==> src/rtl/piso_serializer_pkg.sv <==
// Shared types and helpers for the parallel-in/serial-out serializer.
// Optional feature macro: SERIALIZER_PARITY_EN (appends an even-parity bit
// after each word). The state encoding below does not change with the macro.
package serializer_pkg;

  // Fixed 2-bit state codes. PARITY keeps its code even when it is unused.
  localparam logic [1:0] ST_IDLE   = 2'b00;
  localparam logic [1:0] ST_SHIFT  = 2'b01;
  localparam logic [1:0] ST_PARITY = 2'b10;

  typedef enum logic [1:0] {
    IDLE   = ST_IDLE,
    SHIFT  = ST_SHIFT,
    PARITY = ST_PARITY
  } ser_state_e;

  // Widest word the parity helper accepts; callers zero-extend into it.
  localparam int PARITY_MAX_WIDTH = 64;

  // Even parity: 1 when the word holds an odd number of ones, so that the
  // word plus this bit always carries an even count.
  function automatic logic even_parity(input logic [PARITY_MAX_WIDTH-1:0] data);
    return ^data;
  endfunction

endpackage

==> src/rtl/piso_serializer_if.sv <==
// Handshake and serial-line bundle for piso_serializer.
// Optional feature macro: SERIALIZER_PARITY_EN (no effect on this file).
// master = upstream word source / downstream observer, slave = serializer.
interface piso_serializer_if #(
  parameter int WIDTH = 8
);

  logic             in_valid;
  logic             in_ready;
  logic [WIDTH-1:0] in_data;
  logic             ser_out;
  logic             ser_valid;

  modport master (
    output in_valid,
    output in_data,
    input  in_ready,
    input  ser_out,
    input  ser_valid
  );

  modport slave (
    input  in_valid,
    input  in_data,
    output in_ready,
    output ser_out,
    output ser_valid
  );

endinterface

==> src/rtl/piso_serializer.sv <==
// Parallel-in/serial-out stage: accepts WIDTH-bit words on a valid/ready
// handshake and shifts them out MSB-first, one bit per clock, with no idle
// gap between back-to-back words. The line is held at 0 while idle.
// Optional feature macro: SERIALIZER_PARITY_EN appends one even-parity bit
// after each word's LSB (frame becomes WIDTH+1 bits).
//
// state  | meaning
// IDLE   | no word in flight, line driven 0, ready for a word
// SHIFT  | payload bits on the line, MSB first
// PARITY | parity bit on the line (SERIALIZER_PARITY_EN only)
module piso_serializer
  import serializer_pkg::*;
#(
  parameter int WIDTH = 8
) (
  input  logic               clk,
  input  logic               reset_n,
  piso_serializer_if.slave   bus,
  output logic               busy
);

  localparam int CW = (WIDTH > 1) ? $clog2(WIDTH) : 1;
  localparam logic [CW-1:0] CNT_LAST = CW'(WIDTH - 1);

  ser_state_e       r_state;
  ser_state_e       w_state_nxt;
  logic [WIDTH-1:0] r_shift;
  logic [CW-1:0]    r_count;
  logic             w_ready;
  logic             w_load;
`ifdef SERIALIZER_PARITY_EN
  logic             r_parity;
`endif

  // Next-state and ready decode; ready depends only on state, never on valid.
  always_comb begin
    w_state_nxt = r_state;
    w_ready     = 1'b0;
    case (r_state)
      IDLE: begin
        w_ready = 1'b1;
      end
      SHIFT: begin
        if (r_count == '0) begin
`ifdef SERIALIZER_PARITY_EN
          w_state_nxt = PARITY;
`else
          w_ready = 1'b1;
`endif
        end
      end
`ifdef SERIALIZER_PARITY_EN
      PARITY: begin
        w_ready = 1'b1;
      end
`endif
      default: begin
        w_state_nxt = IDLE;
      end
    endcase
    w_load = bus.in_valid && w_ready;
    // Every ready cycle ends a frame (or is idle): either start a new word
    // immediately or fall back to IDLE.
    if (w_ready) begin
      w_state_nxt = w_load ? SHIFT : IDLE;
    end
  end

  // State, shift register, bit counter and captured parity.
  always_ff @(posedge clk or negedge reset_n) begin
    if (!reset_n) begin
      r_state  <= IDLE;
      r_shift  <= '0;
      r_count  <= '0;
`ifdef SERIALIZER_PARITY_EN
      r_parity <= 1'b0;
`endif
    end else begin
      r_state <= w_state_nxt;
      if (w_load) begin
        r_shift  <= bus.in_data;
        r_count  <= CNT_LAST;
`ifdef SERIALIZER_PARITY_EN
        r_parity <= even_parity(PARITY_MAX_WIDTH'(bus.in_data));
`endif
      end else if (r_state == SHIFT) begin
        // Zero fill keeps the register clean once the word has drained.
        r_shift <= {r_shift[WIDTH-2:0], 1'b0};
        if (r_count != '0) begin
          r_count <= r_count - CW'(1);
        end
      end
    end
  end

  assign bus.in_ready = w_ready;
  assign busy         = (r_state != IDLE);

`ifdef SERIALIZER_PARITY_EN
  assign bus.ser_valid = (r_state == SHIFT) || (r_state == PARITY);
  assign bus.ser_out   = (r_state == SHIFT)  ? r_shift[WIDTH-1] :
                         (r_state == PARITY) ? r_parity : 1'b0;
`else
  assign bus.ser_valid = (r_state == SHIFT);
  assign bus.ser_out   = (r_state == SHIFT) && r_shift[WIDTH-1];
`endif

endmodule

==> src/flat_wrapper.sv <==
// flat-port wrapper written by rule: the top's interface ports become plain ports
module piso_serializer_flat import serializer_pkg::*;
#(
  parameter int WIDTH = 8
)
  (clk, reset_n, busy, bus_in_valid, bus_in_data, bus_in_ready, bus_ser_out, bus_ser_valid);
  piso_serializer_if #(.WIDTH(WIDTH)) bus_i ();
  input  logic clk;
  input  logic reset_n;
  output logic busy;
  input wire logic [$bits(bus_i.in_valid)-1:0] bus_in_valid;
  input wire logic [$bits(bus_i.in_data)-1:0] bus_in_data;
  output wire logic [$bits(bus_i.in_ready)-1:0] bus_in_ready;
  output wire logic [$bits(bus_i.ser_out)-1:0] bus_ser_out;
  output wire logic [$bits(bus_i.ser_valid)-1:0] bus_ser_valid;
  assign bus_i.in_valid = bus_in_valid;
  assign bus_i.in_data = bus_in_data;
  assign bus_in_ready = bus_i.in_ready;
  assign bus_ser_out = bus_i.ser_out;
  assign bus_ser_valid = bus_i.ser_valid;
  piso_serializer #(.WIDTH(WIDTH)) u_core (.clk(clk), .reset_n(reset_n), .bus(bus_i), .busy(busy));
endmodule
==> config.mk <==
export PLATFORM = sky130hd
export DESIGN_NAME = piso_serializer_flat
export DESIGN_NICKNAME = d
export VERILOG_FILES = /design/src/rtl/piso_serializer_pkg.sv /design/src/rtl/piso_serializer_if.sv /design/src/rtl/piso_serializer.sv /design/src/flat_wrapper.sv
export SDC_FILE = /design/constraint.sdc
export NUM_CORES = 1
export LEC_CHECK = 0
export CORE_MARGIN = 10
export CORE_UTILIZATION = 41
export DETAILED_ROUTE_END_ITERATION = 8
export PLACE_DENSITY = 0.72
export SYNTH_ARGS = -nofsm -noshare
export SYNTH_HDL_FRONTEND = slang
export SYNTH_SLANG_ARGS = --single-unit
==> constraint.sdc <==
create_clock -name clk -period 1.43 [get_ports clk]
set_input_delay 0.3575 -clock clk [delete_from_list [all_inputs] [get_ports clk]]
set_output_delay 0.3575 -clock clk [all_outputs]
set_load 0.05 [all_outputs]
### Routing congestion map

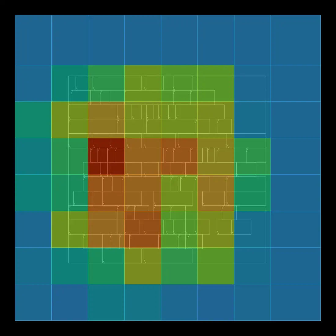
met2 track demand over resource: 17.3%
Final Util: 72.4%
All-Layer GR Usage: 9.82%

### Wire density map

Bar = 20 um. The die is cut into 12 by 12 equal tiles; black is low, pale yellow is high, scaled to the fullest tile. Values are wire area over tile area, all layers added.
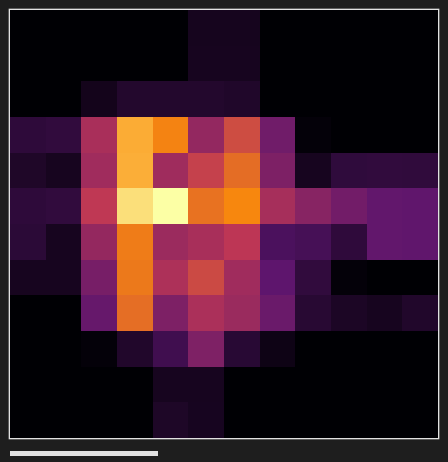
44% of the tiles are nearly empty. The mean over all tiles is 0.078. The emptiest ninth of the die: north-east. The densest ninth of the die: center.
via count: 535
post-DR wirelength/cell: 16.2 um

### Metal 2

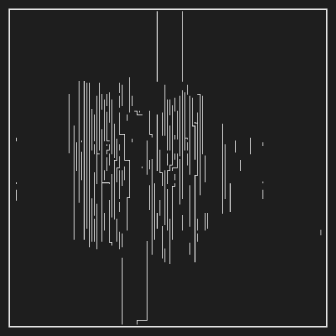
The longest straight run is 29.9 um. The layer carries 831 um of wire. The layer holds 52% of the routed length. 81 nets have wire on it.
drt total wl: 1600 um

### Cell density map

Bar = 20 um. The die is cut into 12 by 12 equal tiles; black is low, pale yellow is high, 0 to 100% covered.
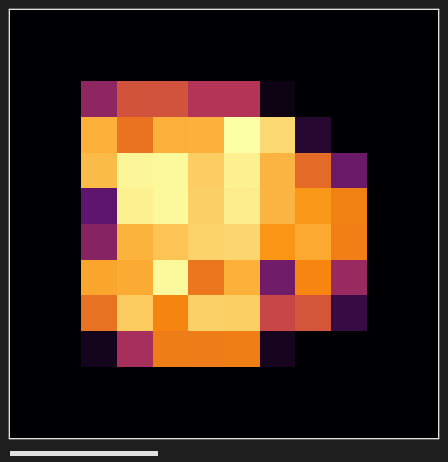
21% of the tiles are over 75% full. 59% of the tiles are nearly empty. The mean over all tiles is 28%.
Core ar.: 1320 um2
Init Core Util: 44.3%

==> changes_impl.md <==
## Implementation

- Late-Pin Clk Latency: 270 ps
- Vias per inst: between 5 and 6
- Clock slew seen by the registers of the worst setup and hold paths: roughly 80 ps
- Synth warnings: 0
- Yosys simple share: 15.2%
- TritonCTS Buffers: 3
- Reg2Reg Setup Slack: -260 ps
- Chip footprint: 3340 um2
- FMAX: 0.554 GHz
- Compound-Gate Fraction of Synth Area: 17.1%
- Final period utilization: 126%
- Row count: 13
- Clock Path Buffers: 2
- PnR worst setup slack: -376 ps
- Unrepaired setup endpoints after global routing: true
- Hold Crit Class: in -> async
- Largest net degree at the start of global routing: 13
- Crit path kind: reg -> out
- Dpl cells: 91
- Status: complete, but fails checks
- Nets: 98
- Cell depth of the worst flop-to-flop path: 9
- Actual slew at the worst max-slew pin: 241 ps
- Antenna viol nets, final: 0
- Final tally of hold violations: 0
- Tool warnings: 29
- Max-slew violation count: 0
- Clock Sinks: 12
- Logic family by area: AND-OR/OR-AND gates
- IO Port Bufs: 14
- Area grow syn2layout: 63.2%
- Adder Area Share: 4.28%
- Clock Tree Root: clkbuf_4
- Crit path launch type: flop
- Layout cell share with drive strength beyond 1: between 30% and 40%
- Leakage: between 0.0004 and 0.0005 uW
- Critical path endpoint category: output port
- Yosys stat cell total: 56
- # diodes: 0
- Initial DRC count: 19
- Drt drc: 0
- Clock Skews: 5.99 ps
- FF+latch count, synth: 12
- Violated checks: setup timing
- Peak supply drop: 1.66 mV
- # setup viols final: 12
- RR Startpoint: u_core.r_count[1]
- Total Power: 2210 uW
- Top Ports: 15
- Synth cell types: 23
- CP arrival: 1450 ps
- First-pass GRT wire length: 2530 um
- PwrDens: 2320 nW/um2
- Syn_nets: 69
- YS chip area: 584 um2
- Global route total overflow: 0
- Post-synthesis cell area: 584 um2
- Critical path peak fanout: 2
- Die Wd: 57.8 um
- Cts hold-fix bufs: 0
- RR Endpoint: u_core.r_shift[4]
- Die Y: 57.8 um
- GPL Wtd Cong: 0.689
- Vias in the first global route: 549
- H-tree Lvls: 1
- Number of antenna violations at the first check in global routing: 0
- Mean Syn Cell Area: 10.4 um2
- Final min period: between 1500 and 2000 ps
- Seq share, synth: 51.4%
- Max-cap viol count: 0
- Mux area share: between 1.5 and 2%
- Finished Layout Cells: 99
- Post-DP HPWL: 1080 um
- CTS tree: done
- Xor+xnor area frac: 0%
- Synth Instances: 56
- Crit path DRT: 1070 ps
- Max-slew headroom: between 80% and 90%
- 1st-pass router iterations: 5
## area by class of cell
class / instances / area (um2)
Timing Repair Buffer: 28 / 310
Inverter: 5 / 23.8
Tap cell: 15 / 18.8
Fill cell: 84 / 364
Sequential cell: 12 / 302
Multi-Input combinational cell: 35 / 263
Clock buffer: 4 / 36.3
## metal layers
metal  global-route usage [%]  vias up  part of all wire (%)
li1                         -      259                     -
met1                     10.0      252                    39
met2                     17.3       22                    52
met3                     3.92        2                   8.1
met4                     4.03        0                  0.75
met5                        0        -                     0
## through the flow
stage | TNS [ps] | util [%] | setup WS, ps | cell area, um2 | hold WS [ps]
after CTS | -3360 | 72.0 | -385 | 948 | 384
after detailed placement | -707 | 65.4 | -98.8 | 862 | 475
after global placement | -455 | 65.4 | -76.0 | 862 | 465
after global routing | -3160 | 72.4 | -425 | 953 | 384
after floorplan | -299 | - | -73.7 | 606 | 61.9
final | -2480 | 72.4 | -376 | 953 | 386
## synthesized netlist by cell type
cell type / instances / area, um2
nor3_1: 1 / 5.00
inv_1: 4 / 15.0
and2b_4: 1 / 10.0
o21ai_0: 2 / 10.0
nand3_1: 6 / 30.0
mux2_2: 1 / 11.3
nor2_1: 1 / 3.75
dfrtp_1: 12 / 300
a31oi_1: 1 / 6.26
inv_4: 1 / 6.26
a32oi_1: 6 / 52.6
ha_1: 2 / 25.0
a21oi_1: 1 / 5.00
o21ai_1: 2 / 10.0
buf_8: 1 / 15.0
nand2_1: 7 / 26.3
and2_2: 1 / 7.51
o22ai_1: 1 / 6.26
nand2b_1: 1 / 6.26
buf_4: 1 / 7.51
a32o_1: 1 / 10.0
clkbuf_1: 1 / 3.75
buf_6: 1 / 11.3
## worst max path at each step
stage	from	end	cells after the start
after floorplan	u_core.r_count[0]	bus_in_ready	6
after global placement	u_core.r_count[1]	bus_in_ready	6
after detailed placement	u_core.r_count[1]	u_core.r_shift[0]	7
after CTS	u_core.r_count[0]	bus_in_ready	6
after global routing	u_core.r_count[1]	bus_in_ready	6
final	u_core.r_count[1]	bus_in_ready	6
## placed cells by master (no fill, tap or decap)
cell type        instances
a21oi_1                  1
a31oi_1                  1
a32o_1                   1
a32oi_1                  5
a32oi_2                  1
and2_4                   1
and2b_4                  1
buf_12                   6
buf_4                   12
clkbuf_4                 3
clkbuf_8                 1
clkdlybuf4s50_1         10
dfrtp_1                 11
dfrtp_2                  1
ha_2                     1
ha_4                     1
inv_1                    4
inv_6                    1
mux2_2                   1
nand2_1                  7
nand2b_1                 1
nand3_1                  6
nor2_1                   1
nor3_1                   1
o21ai_1                  2
o21ai_2                  2
o22ai_2                  1
## where the power goes
group	total (uW)	switching (uW)	internal [uW]
sequential	572	88.7	484
combinational	1370	646	723
clock	269	114	155
total	2210	849	1360
## critical path: stages (launching register included)
cell	delay, ps
dfrtp_1	350
inv_1	50
ha_2	190
ha_4	150
and2b_4	260
inv_6	40
buf_12	130
## state kept, by name (all words and copies together) (netlist names)
register / flops
u_core.r_shift: 8
u_core.r_count: 3
u_core.r_state: 1
## what timing repair did
item                                    CTS  global route
resized                                   6             3
buffers inserted                          4             1
pin swaps                                 6             4
endpoints found under the setup margin   12            13
Power and IR drop assume default switching activity.
